Fig. 1: run 1, wire density map
The bar under the picture is 50 um long. The die is cut into 17 by 23 equal tiles; dark blue is low, red is high, scaled to the fullest tile. Values are wire area over tile area, all layers added.
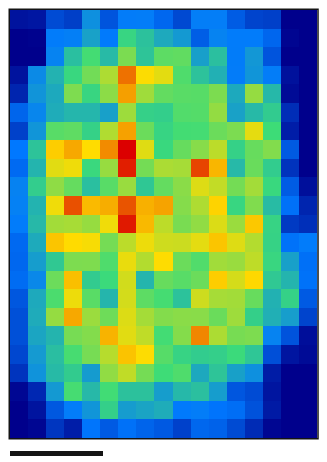
Fig. 2: run 1, wiring by layer
The bar under the picture is 50 um long.
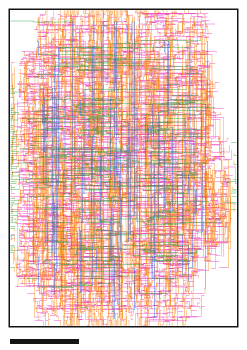
Fig. 3: run 1, cell classes on the final placement
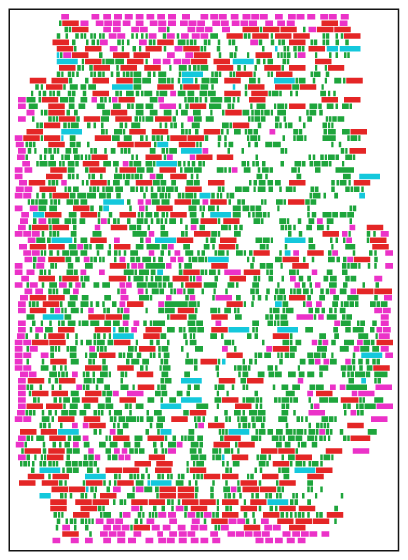
[config.mk]
export PLATFORM = sky130hd
export DESIGN_NAME = des_key_schedule_seq
export DESIGN_NICKNAME = d
export VERILOG_FILES = /design/src/rtl/des_pkg.sv /design/src/rtl/des_pc2_perm.sv /design/src/rtl/des_key_schedule_seq.sv
export SDC_FILE = /design/constraint.sdc
export NUM_CORES = 1
export LEC_CHECK = 0
export ABC_CLOCK_PERIOD_IN_PS = 3900
export CAP_MARGIN = 20
export CORE_ASPECT_RATIO = 1.4
export CORE_MARGIN = 1.5
export CORE_UTILIZATION = 45
export DETAILED_ROUTE_END_ITERATION = 6
export MAX_ROUTING_LAYER = met4
export PLACE_DENSITY_LB_ADDON = 0.25
export SLEW_MARGIN = 20
export SYNTH_ARGS = -nofsm -noshare
export SYNTH_HDL_FRONTEND = slang
export SYNTH_HIERARCHICAL = 1
export SYNTH_SLANG_ARGS = --single-unit
[constraint.sdc]
create_clock -name clk -period 3.9 [get_ports clk]
set_input_delay 0.39 -clock clk [delete_from_list [all_inputs] [get_ports clk]]
set_output_delay 0.39 -clock clk [all_outputs]
set_load 0.02 [all_outputs]
[src/rtl/des_pkg.sv]
// Shared DES key-schedule tables, FSM state type and rotate helpers.
package des_pkg;

    localparam int PC1 [56] = '{
        57, 49, 41, 33, 25, 17,  9,  1, 58, 50, 42, 34, 26, 18,
        10,  2, 59, 51, 43, 35, 27, 19, 11,  3, 60, 52, 44, 36,
        63, 55, 47, 39, 31, 23, 15,  7, 62, 54, 46, 38, 30, 22,
        14,  6, 61, 53, 45, 37, 29, 21, 13,  5, 28, 20, 12,  4
    };

    localparam int PC2 [48] = '{
        14, 17, 11, 24,  1,  5,  3, 28, 15,  6, 21, 10,
        23, 19, 12,  4, 26,  8, 16,  7, 27, 20, 13,  2,
        41, 52, 31, 37, 47, 55, 30, 40, 51, 45, 33, 48,
        44, 49, 39, 56, 34, 53, 46, 42, 50, 36, 29, 32
    };

    localparam int SHIFTS [16] = '{1, 1, 2, 2, 2, 2, 2, 2, 1, 2, 2, 2, 2, 2, 2, 1};

    typedef enum logic {IDLE, RUN} state_t;

    localparam logic ENC = 1'b0;
    localparam logic DEC = 1'b1;

    // Table entries are DES bit numbers, bit 1 being the MSB.
    function automatic logic [55:0] pc1(input logic [63:0] key);
        logic [55:0] cd;
        cd = '0;
        for (int i = 0; i < 56; i++) cd[55-i] = key[64-PC1[i]];
        return cd;
    endfunction

    function automatic logic [27:0] rotl28(input logic [27:0] x, input int n);
        return (x << n) | (x >> (28 - n));
    endfunction

    function automatic logic [27:0] rotr28(input logic [27:0] x, input int n);
        return (x >> n) | (x << (28 - n));
    endfunction

endpackage

[src/rtl/des_pc2_perm.sv]
// PC-2 compression of the 56-bit C/D pair to a 48-bit round subkey.
module des_pc2_perm import des_pkg::*; (
    input  logic [55:0] cd,
    output logic [47:0] subkey
);

    always_comb begin
        subkey = '0;
        for (int i = 0; i < 48; i++) subkey[47-i] = cd[56-PC2[i]];
    end

endmodule

[src/rtl/des_key_schedule_seq.sv]
// Sequential DES/TDES subkey streamer: one 48-bit subkey per accepted beat.
// Optional key-byte odd-parity check on load: DES_KEY_PARITY_CHECK_EN.
module des_key_schedule_seq import des_pkg::*; #(
    parameter int NUM_KEYS = 3,
    parameter int ROUNDS   = 16,
    parameter int RCNT_W   = 4
) (
    input  logic                    clk,
    input  logic                    rst,
    input  logic [64*NUM_KEYS-1:0]  key_in,
    input  logic                    decrypt,
    input  logic                    load_valid,
    output logic                    load_ready,
    output logic [47:0]             subkey,
    output logic                    subkey_valid,
    input  logic                    subkey_ready,
    output logic [RCNT_W-1:0]       round_idx,
    output logic [1:0]              key_idx,
    output logic                    last
`ifdef DES_KEY_PARITY_CHECK_EN
    ,
    output logic                    parity_err
`endif
);

    localparam logic [RCNT_W-1:0] LAST_RND  = RCNT_W'(ROUNDS - 1);
    localparam logic [1:0]        LAST_PASS = 2'(NUM_KEYS - 1);

    state_t                  state;
    logic [64*NUM_KEYS-1:0]  keys_r;
    logic                    dec_r;
    logic [27:0]             c_r, d_r;
    logic [55:0]             nxt_cd;
    logic [47:0]             nxt_subkey;
    logic                    xfer, pass_end, load_ok;

    // Key 0 sits in the MSBs; decrypt order walks the keys backwards.
    function automatic logic [63:0] pass_key(input logic [64*NUM_KEYS-1:0] kv,
                                             input logic dec, input int p);
        int sel;
        sel = (dec == DEC) ? p : NUM_KEYS - 1 - p;
        if (sel < 0 || sel >= NUM_KEYS) sel = 0;
        return kv[64*sel +: 64];
    endfunction

    // EDE: the middle pass runs opposite to the outer two.
    function automatic logic pass_dir(input logic dec, input int p);
        return (NUM_KEYS == 3 && p == 1) ? ~dec : dec;
    endfunction

    // Decrypt starts at K16, whose total rotation of 28 is the identity.
    function automatic logic [55:0] start_cd(input logic [63:0] key, input logic dir);
        logic [55:0] cd;
        cd = pc1(key);
        if (dir == ENC)
            cd = {rotl28(cd[55:28], SHIFTS[0]), rotl28(cd[27:0], SHIFTS[0])};
        return cd;
    endfunction

`ifdef DES_KEY_PARITY_CHECK_EN
    function automatic logic keys_parity_ok(input logic [64*NUM_KEYS-1:0] kv);
        for (int i = 0; i < 8*NUM_KEYS; i++)
            if (^kv[8*i +: 8] == 1'b0) return 1'b0;
        return 1'b1;
    endfunction
    assign load_ok = keys_parity_ok(key_in);
`else
    assign load_ok = 1'b1;
`endif

    assign load_ready = (state == IDLE);
    assign xfer       = subkey_valid && subkey_ready;
    assign pass_end   = (round_idx == LAST_RND);

    // C/D for the beat that follows the current one (or the first beat in IDLE).
    always_comb begin
        int   r;
        logic dir;
        r      = int'(round_idx) + 1;
        dir    = pass_dir(dec_r, int'(key_idx));
        nxt_cd = {c_r, d_r};
        if (state == IDLE)
            nxt_cd = start_cd(pass_key(key_in, decrypt, 0), pass_dir(decrypt, 0));
        else if (pass_end)
            nxt_cd = start_cd(pass_key(keys_r, dec_r, int'(key_idx) + 1),
                              pass_dir(dec_r, int'(key_idx) + 1));
        else if (dir == ENC)
            nxt_cd = {rotl28(c_r, SHIFTS[r]), rotl28(d_r, SHIFTS[r])};
        else
            nxt_cd = {rotr28(c_r, SHIFTS[ROUNDS-r]), rotr28(d_r, SHIFTS[ROUNDS-r])};
    end

    des_pc2_perm u_pc2 (
        .cd     (nxt_cd),
        .subkey (nxt_subkey)
    );

    always_ff @(posedge clk) begin
        if (rst) begin
            state        <= IDLE;
            keys_r       <= '0;
            dec_r        <= ENC;
            c_r          <= '0;
            d_r          <= '0;
            subkey       <= '0;
            subkey_valid <= 1'b0;
            round_idx    <= '0;
            key_idx      <= '0;
            last         <= 1'b0;
`ifdef DES_KEY_PARITY_CHECK_EN
            parity_err   <= 1'b0;
`endif
        end else begin
`ifdef DES_KEY_PARITY_CHECK_EN
            parity_err <= 1'b0;
            if (state == IDLE && load_valid && !load_ok) parity_err <= 1'b1;
`endif
            case (state)
                IDLE: begin
                    if (load_valid && load_ok) begin
                        keys_r       <= key_in;
                        dec_r        <= decrypt;
                        {c_r, d_r}   <= nxt_cd;
                        subkey       <= nxt_subkey;
                        subkey_valid <= 1'b1;
                        round_idx    <= '0;
                        key_idx      <= '0;
                        last         <= 1'b0;
                        state        <= RUN;
                    end
                end
                RUN: begin
                    if (xfer) begin
                        if (last) begin
                            subkey_valid <= 1'b0;
                            last         <= 1'b0;
                            state        <= IDLE;
                        end else begin
                            {c_r, d_r} <= nxt_cd;
                            subkey     <= nxt_subkey;
                            if (pass_end) begin
                                round_idx <= '0;
                                key_idx   <= key_idx + 2'd1;
                                last      <= 1'b0;
                            end else begin
                                round_idx <= round_idx + 1'b1;
                                last      <= (round_idx + 1'b1 == LAST_RND) &&
                                             (key_idx == LAST_PASS);
                            end
                        end
                    end
                end
                default: state <= IDLE;
            endcase
        end
    end

endmodule

==> flow_summary.ini, run 1 <==
; generated from flow reports
[run_status]
run_status = completed

[setup_path]
reg2reg_slack_ns = 0.21
crit_arrival_ns = 4.13
crit_buf_inv = 5
cp_max_fo = 16
worst_path_most_repeated_cell = buf_4
endpoint_kind = flip-flop
critical_path_depth = 15
regToRegStartpoint = key_idx[1]

[finish]
comb_area_share_pct = 47.9
area.combinational_um2 = 9690
area_delta_synth_final_pct = 22.3
clkbuf_count = 46
largest_reg_flops = 168
final_util_pct = 55.6
seq_cell_count = 282
final_nets = 2565
buf_share_pct = 16.4
antenna_cells = 1
largest_class = combinational gates
final_area_um2 = 20300
instances_no_fill = 2846

[power]
maxPowerGroup = sequential cells
p_leak_uw = 0.00758
intPower_uw = 5350
pg_seq_uw = 3290
power.total_uw = 7760
p_comb_share_pct = 21.3

[clocking]
clock_latency_ns = 0.59
clock_tree.root_cell = clkbuf_16
cts.path.max_buffers = 3
hold_buffers = 0
cts.sinks = 282

[sta]
fin_worst_skew_ns = 0.0228
finalSetupTns_ns = 0
setup_ws_ns = 0.211
tightest_slew_ns = 0.989
finalSetupViolations = 0
finalHoldViolCount = 0
grt_setup_unrepaired = no
fmaxAchievable_mhz = 271

[global_routing]
grt_pass1_wl_um = 101000
use_met3_pct = 5.92
met2_usage_pct = 57.8
antenna_found_initial = 1
grt_start_max_net_pins = 171

[min_path]
hold_start = decrypt

[flow_run]
log.warning_count = 63

[detailed_routing]
vias_per_cell = 6.25
drc = 0
wl_met3_um = 5600
highest_layer = met4

[floorplan]
ios = 254
dieArea_um2 = 38000
num_rows = 83

[place]
portBuffers = 229
place_worst_setup_slack_ns = 0.116
Notes on Fig. 1 above:
nearly empty tiles: 7.4%
mean over tiles: 0.31
fullest tile: 0.73

Notes on Fig. 2 above:
| color | layer | wire length |
|---|---|---|
| blue | metal 4 | 5350 um |
| green | metal 3 | 5600 um |
| orange | metal 2 | 32.2 mm |
| magenta | metal 1 | 24.5 mm |

Notes on Fig. 3 above:
| color | class | cells | share of their area |
|---|---|---|---|
| cyan | clock drivers and dummy loads | 53 | 4.8% |
| red | flops | 282 | 29% |
| green | combinational and other logic | 1695 | 50% |
| magenta | other buffers and delay cells | 348 | 17% |

==> inputs of run 2 (changes only) <==
DONT_BUFFER_PORTS = 1   (was default)
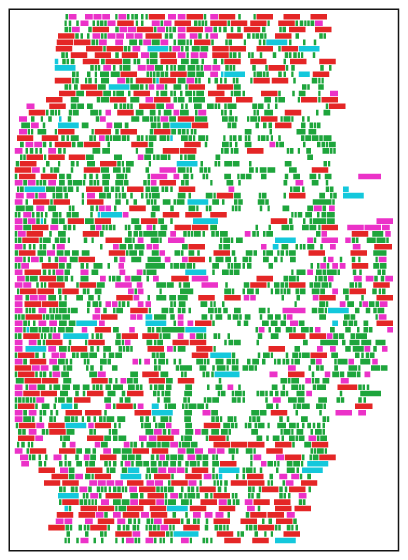
Fig. 4. Cell classes on the final placement (run 2).
| color | class | cells | share of their area |
|---|---|---|---|
| cyan | clock drivers and dummy loads | 52 | 5.1% |
| magenta | other buffers and delay cells | 319 | 16% |
| red | flops | 282 | 29% |
| green | combinational and other logic | 1695 | 50% |
site row count: 83
Util after Layout: 55.1%
floorplan core area: 36500 um^2
flop share of the area: 28.2%

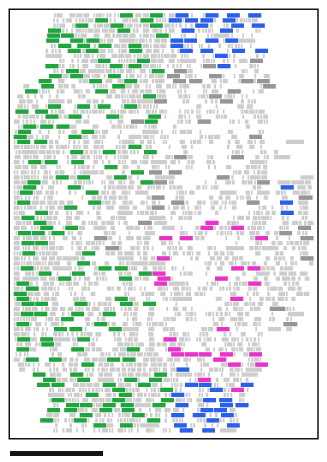
Fig. 5. Register map, names as in the netlist (run 2).
The bar under the picture is 50 um long. Other sequential cells in the stronger gray, the rest of the logic in the fainter gray.
| color | name in the netlist | sequential cells |
|---|---|---|
| green | keys_r | 168 |
| magenta | d_r | 28 |
| blue | subkey | 48 |
FF/Latch Area: 5650 um^2
seq pwr: 3330 uW

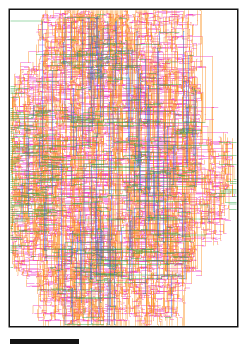
Fig. 6. Wiring by layer (run 2).
The bar under the picture is 50 um long.
| color | layer | wire length |
|---|---|---|
| orange | metal 2 | 33.8 mm |
| blue | metal 4 | 5090 um |
| green | metal 3 | 5770 um |
| magenta | metal 1 | 25.6 mm |
routed via count: 18100
WL final: 70200 um
Routed WL per cell: 24.9 um
Global Route Usage Sum: 37.2%

==> flow_summary.ini, run 2 <==
; generated from flow reports
[sta]
fin_worst_skew_ns = 0.0264
finalSetupTns_ns = 0
tightest_slew_ns = 1.16
finalHoldViolCount = 0
setup_ws_ns = 0.107
fmaxAchievable_mhz = 264
grt_setup_unrepaired = yes

[setup_path]
regToRegStartpoint = key_idx[0]
reg2reg_slack_ns = 0.11
crit_buf_inv = 5
endpoint_kind = flip-flop
worst_path_most_repeated_cell = buf_4

[place]
portBuffers = 0

[detailed_routing]
wl_met3_um = 5770
highest_layer = met4
vias_per_cell = 6.43

[power]
power.total_uw = 7820
maxPowerGroup = sequential cells
p_leak_uw = 0.00773
p_comb_share_pct = 19.1

[finish]
area.combinational_um2 = 9720
buf_share_pct = 15.3
drive_above_1_share_pct = 9.88
largest_class = combinational gates
final_nets = 2535
seq_cell_count = 282
comb_area_share_pct = 48.4
final_area_um2 = 20100
largest_reg_flops = 168
clkbuf_count = 40

[global_routing]
use_met3_pct = 5.66
antenna_found_initial = 2
grt_pass1_wl_um = 105000
met2_usage_pct = 60.5

[floorplan]
dieArea_um2 = 38000
ios = 254

[clocking]
clock_latency_ns = 0.58
hold_buffers = 201
clock_tree.root_cell = clkbuf_16
cts.sinks = 282
cts.path.max_buffers = 3

[flow_run]
log.warning_count = 64

[run_status]
run_status = completed
No activity file was given, so power comes from the tool's default toggle rates.
